File: config.mk
export PLATFORM = sky130hd
export DESIGN_NAME = relu_maxpool2x2_stream
export DESIGN_NICKNAME = d
export VERILOG_FILES = /design/src/rtl/relu_maxpool2x2_stream.sv
export SDC_FILE = /design/constraint.sdc
export NUM_CORES = 2
export LEC_CHECK = 0
export CORE_AREA = 8 8 405 407
export CTS_CLUSTER_DIAMETER = 30
export DETAILED_ROUTE_END_ITERATION = 8
export DIE_AREA = 0 0 413 415
export SETUP_SLACK_MARGIN = 0.05
export SYNTH_ARGS = -nofsm -noshare
export SYNTH_HDL_FRONTEND = slang
export SYNTH_SLANG_ARGS = --single-unit
File: constraint.sdc
create_clock -name clk -period 6.3 [get_ports clk]
set_input_delay 1.575 -clock clk [delete_from_list [all_inputs] [get_ports clk]]
set_output_delay 1.575 -clock clk [all_outputs]
set_load 0.01 [all_outputs]
File: src/rtl/relu_maxpool2x2_stream.sv
// ReLU followed by 2x2/stride-2 max pooling on a raster-order FP32 pixel stream.
// One pooled pixel is emitted one cycle after the bottom-right pixel of each window.
module relu_maxpool2x2_stream #(
    parameter int unsigned DATA_WIDTH = 32,
    parameter int unsigned WIDTH      = 112,
    parameter int unsigned HEIGHT     = 112
) (
    input  logic                  clk,
    input  logic                  rst,
    input  logic                  valid_in,
    input  logic [DATA_WIDTH-1:0] data_in,
    output logic                  valid_out,
    output logic [DATA_WIDTH-1:0] data_out,
    output logic                  frame_done
);

    localparam int unsigned CW  = $clog2(WIDTH);
    localparam int unsigned RW  = $clog2(HEIGHT);
    localparam int unsigned LD  = WIDTH / 2;
    localparam int unsigned LAW = (LD > 1) ? $clog2(LD) : 1;

    if ((WIDTH % 2) != 0 || (HEIGHT % 2) != 0 || WIDTH < 2 || HEIGHT < 2) begin : g_bad_dims
        $error("relu_maxpool2x2_stream: WIDTH and HEIGHT must be even and >= 2");
    end

    logic [CW-1:0]         col_q;
    logic [RW-1:0]         row_q;
    logic [DATA_WIDTH-1:0] pair_q;
    logic [DATA_WIDTH-1:0] lb_q [LD];
    logic                  valid_q;
    logic [DATA_WIDTH-1:0] data_q;
    logic                  done_q;

    logic [DATA_WIDTH-1:0] relu_d;
    logic [DATA_WIDTH-1:0] hmax_d;
    logic [DATA_WIDTH-1:0] vmax_d;
    logic [LAW-1:0]        lb_idx;
    logic                  col_last;
    logic                  row_last;
    logic                  accept;

    // Post-ReLU values are non-negative, so the magnitude bits order like unsigned ints.
    function automatic logic [DATA_WIDTH-1:0] umax(input logic [DATA_WIDTH-1:0] a,
                                                   input logic [DATA_WIDTH-1:0] b);
        return (a[DATA_WIDTH-2:0] >= b[DATA_WIDTH-2:0]) ? a : b;
    endfunction

    always_comb begin
        relu_d   = data_in[DATA_WIDTH-1] ? '0 : data_in;
        hmax_d   = umax(pair_q, relu_d);
        lb_idx   = LAW'(col_q >> 1);
        vmax_d   = umax(lb_q[lb_idx], hmax_d);
        col_last = (col_q == CW'(WIDTH - 1));
        row_last = (row_q == RW'(HEIGHT - 1));
        accept   = valid_in && !rst;
    end

    always_ff @(posedge clk) begin
        if (rst) begin
            col_q   <= '0;
            row_q   <= '0;
            pair_q  <= '0;
            valid_q <= 1'b0;
            data_q  <= '0;
            done_q  <= 1'b0;
        end else begin
            valid_q <= 1'b0;
            done_q  <= 1'b0;
            if (valid_in) begin
                if (col_last) begin
                    col_q <= '0;
                    row_q <= row_last ? '0 : row_q + 1'b1;
                end else begin
                    col_q <= col_q + 1'b1;
                end
                if (!col_q[0]) begin
                    pair_q <= relu_d;
                end else if (row_q[0]) begin
                    data_q  <= vmax_d;
                    valid_q <= 1'b1;
                    done_q  <= col_last && row_last;
                end
            end
        end
    end

    // Line buffer has no reset; its contents are always rewritten on an even row before use.
    always_ff @(posedge clk) begin
        if (accept && col_q[0] && !row_q[0]) begin
            lb_q[lb_idx] <= hmax_d;
        end
    end

    assign valid_out  = valid_q;
    assign data_out   = data_q;
    assign frame_done = done_q;

endmodule
==> impl_report.txt <==
=== SYNTHESIS / PLACE & ROUTE SUMMARY ===
----------------------------------------------------
[Drt]
  Drt drc ........................ 0
  Total number of vias ........................ 36989
  Number of vias per cell after detailed routing ........................ 5.89
  Total wirelength of the detailed-routed design ........................ 184 mm
  Iteration-0 DRC count of the detailed router ........................ 4074
  Remaining antenna violation count ........................ 0
  Number of detailed-routing iterations run before antenna repair ........................ 5

[Clock tree]
  Clock-pin slew on the worst setup and hold paths ........................ 0.05 ns
  Clk_lat worst skew ........................ 0.93 ns
  Setup repair bufs after CTS ........................ 0
  Htree depth ........................ 5
  Number of gates resized after CTS ........................ 0
  Clock tree root buffer cell ........................ clkbuf_16
  Clock sink total ........................ 1820
  Clock tree buffer depth ........................ 4

[Die]
  Core Density at Floorplan ........................ 44.6%
  Floorplan die area ........................ 171000 µm²

[Pwr]
  Psw ........................ 7.02 mW
  Power in combinational cells ........................ 1.19 mW
  Switching Fraction ........................ 21.0%
  Power consumed by sequential cells ........................ 13.5 mW
  Leakage dissipation ........................ 28.1 nW
  Sequential power share ........................ 40.3%
  Part of the total power dissipated in combinational logic ........................ 3.6%
  Total power ........................ 33.4 mW

[Hold path]
  Worst Min Path Start ........................ row_q[6]
  Cell depth of the worst hold path ........................ 2
  Worst hold endpoint ........................ row_q[6]

[Synth]
  Ranking of synthesized cells by area ........................ edfxtp_1 74%, mux4_2 13%, dfxtp_1 2.4%
  Average cell area after synthesis ........................ 20.3 µm²
  Dominant synthesized flop cell ........................ edfxtp_1
  Count of flip-flops with a built-in enable after synthesis ........................ 1736
  Number of flip-flops and latches in the synthesized netlist ........................ 1820
  Cell area after synthesis ........................ 70300 µm²
  Number of distinct library cells after synthesis ........................ 47
  Synthesis warning total ........................ 0
  Adder Area Share ........................ 1.14%
  Post-synth top area share ........................ 74.2%
  Ranking of synthesized cells by instance count ........................ 1736 x edfxtp_1, 403 x mux4_2, 187 x o22ai_1
  Ys cells ........................ 3471
  Cell type with the highest aggregate area in the netlist ........................ edfxtp_1
  Simple-gate area share of the yosys netlist ........................ 3.08%
  Most common cell in the netlist ........................ edfxtp_1

[Final layout]
  Fraction of cell area in non-clock buffers ........................ 2.72%
  # nets final ........................ 4014
  Area growth from synthesis to layout ........................ 23.8%
  Largest contributor to cell area by class ........................ flip-flops and latches
  Most common cell after layout, fill and taps aside ........................ edfxtp_1
  Number of antenna repair diodes ........................ 8
  Combinational Gates ........................ 1402
  Flip-flop and latch area ........................ 53800 µm²

[Critical path]
  End point of the critical path ........................ data_out[15]
  CP cell instances ........................ clkdlybuf4s50_1, buf_12, nor2b_1, inv_1, ha_1, a21oi_1, o21ai_0, a221oi_1, a21boi_0, buf_4, nor3_4, buf_12, buf_12, mux2i_1, ha_1, a21oi_1, a21oi_1, o31ai_1, o211ai_1, a21oi_1, nand2_1, buf_12, o211ai_1
  Biggest cell delay along the critical path ........................ 0.45 ns
  Kind of end point of the critical path ........................ register
  Type of the setup path with the least slack ........................ primary input to register

[Timing]
  RSZ-0062 raised after global routing ........................ no
  Clock tree skew after final layout ........................ 0.0579 ns
  Worst-case setup margin in the final layout ........................ 0.719 ns
  Number of max-slew violations in the final report ........................ 0
  Number of hold violations in the final report ........................ 0

[Place]
  Final weighted congestion in routability-driven placement ........................ 0.851
  Half-perimeter wire length after placement ........................ 104 mm
  Placed Cells ........................ 5619

[GRT]
  Wire length of the first global-routing pass ........................ 264 mm
  Gr usage total ........................ 21.3%
  Pin count of the biggest net entering global routing ........................ 77
  Vias in the first global route ........................ 37325
  GR Overflow Total ........................ 0

[Outcome]
  Status ........................ finished, final reports clean

[Job]
  Tool warnings ........................ 27

----------------------------------------------------
[layer usage]
| metal | vias up | wire (µm) | track usage [%] | share of wire (%) |
|---|---|---|---|---|
| met3 | 284 | 17800 | 6.07 | 9.6 |
| met4 | 2 | 5930 | 7.23 | 3.2 |
| met5 | - | 13 | 0 | 0.0070 |
| met2 | 1713 | 82400 | 31.2 | 45 |
| li1 | 15472 | - | - | - |
| met1 | 19518 | 78300 | 30.6 | 42 |
[critical path: cells and delay by family]
| kind | cells | cell delay (ns) |
|---|---|---|
| AND-OR/OR-AND | 10 | 1.86 |
| multiplexers | 1 | 0.31 |
| buffers and inverters | 7 | 1.52 |
| AND/OR/NAND/NOR | 3 | 0.49 |
| adder cells (fa/ha/maj) | 2 | 0.60 |
==> images/class_map.png <==
Fill, decap, tap and diode cells in gray.
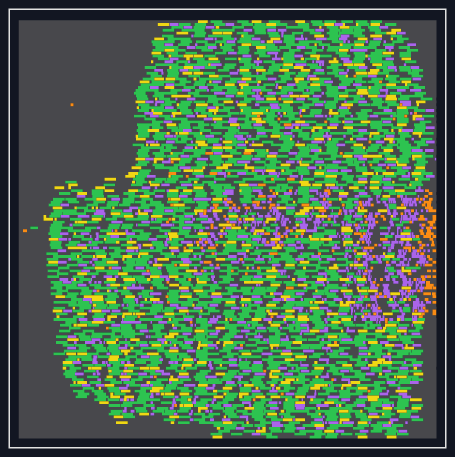
clock drivers and dummy loads: in yellow, cells 651, share of their area 14%. remaining buffers and delay cells: in orange, cells 260, share of their area 2.8%. registers: in green, cells 1820, share of their area 64%. remaining logic cells: in purple, cells 1467, share of their area 19%.
Seq/total area: 61.9%
Layout Cell Area excl Fill: 87000 µm²
area of the placeable core: 157000 µm²
fraction of the core area covered by cells at the end of the flow: 55.3%
number of core rows: 146

==> images/port_trees.png <==
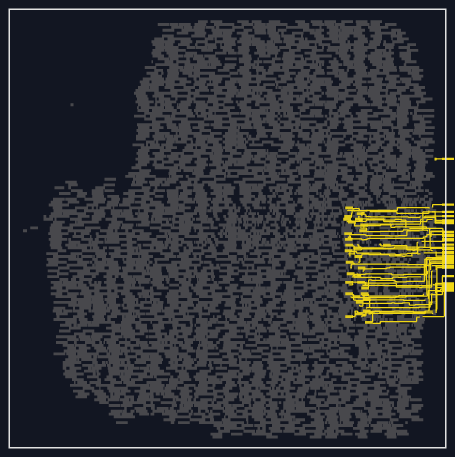
`data_out`: in yellow, bits 32, direction output, end cells 32, buffers 31, wire 3150 µm.
number of input and output port buffers inserted: 67
# IOs: 69

==> images/placed.png <==
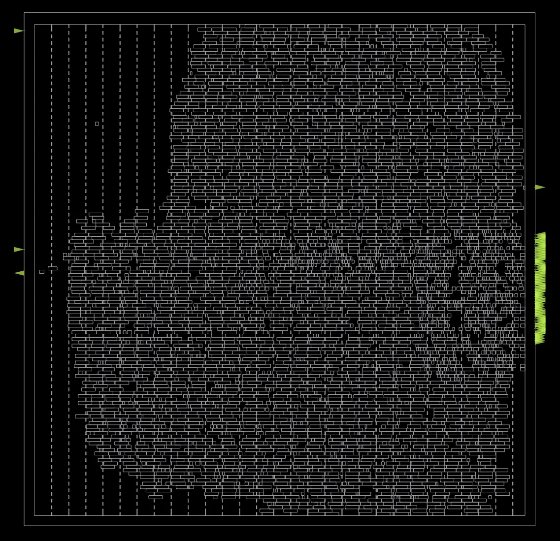
Cell Count, Final, Fillers Out: 6278
filler instances: 11757
FFs & Latches: 1820
TAP cells: 2072

Power figures rest on the tool's default switching activity, not on a simulated workload.
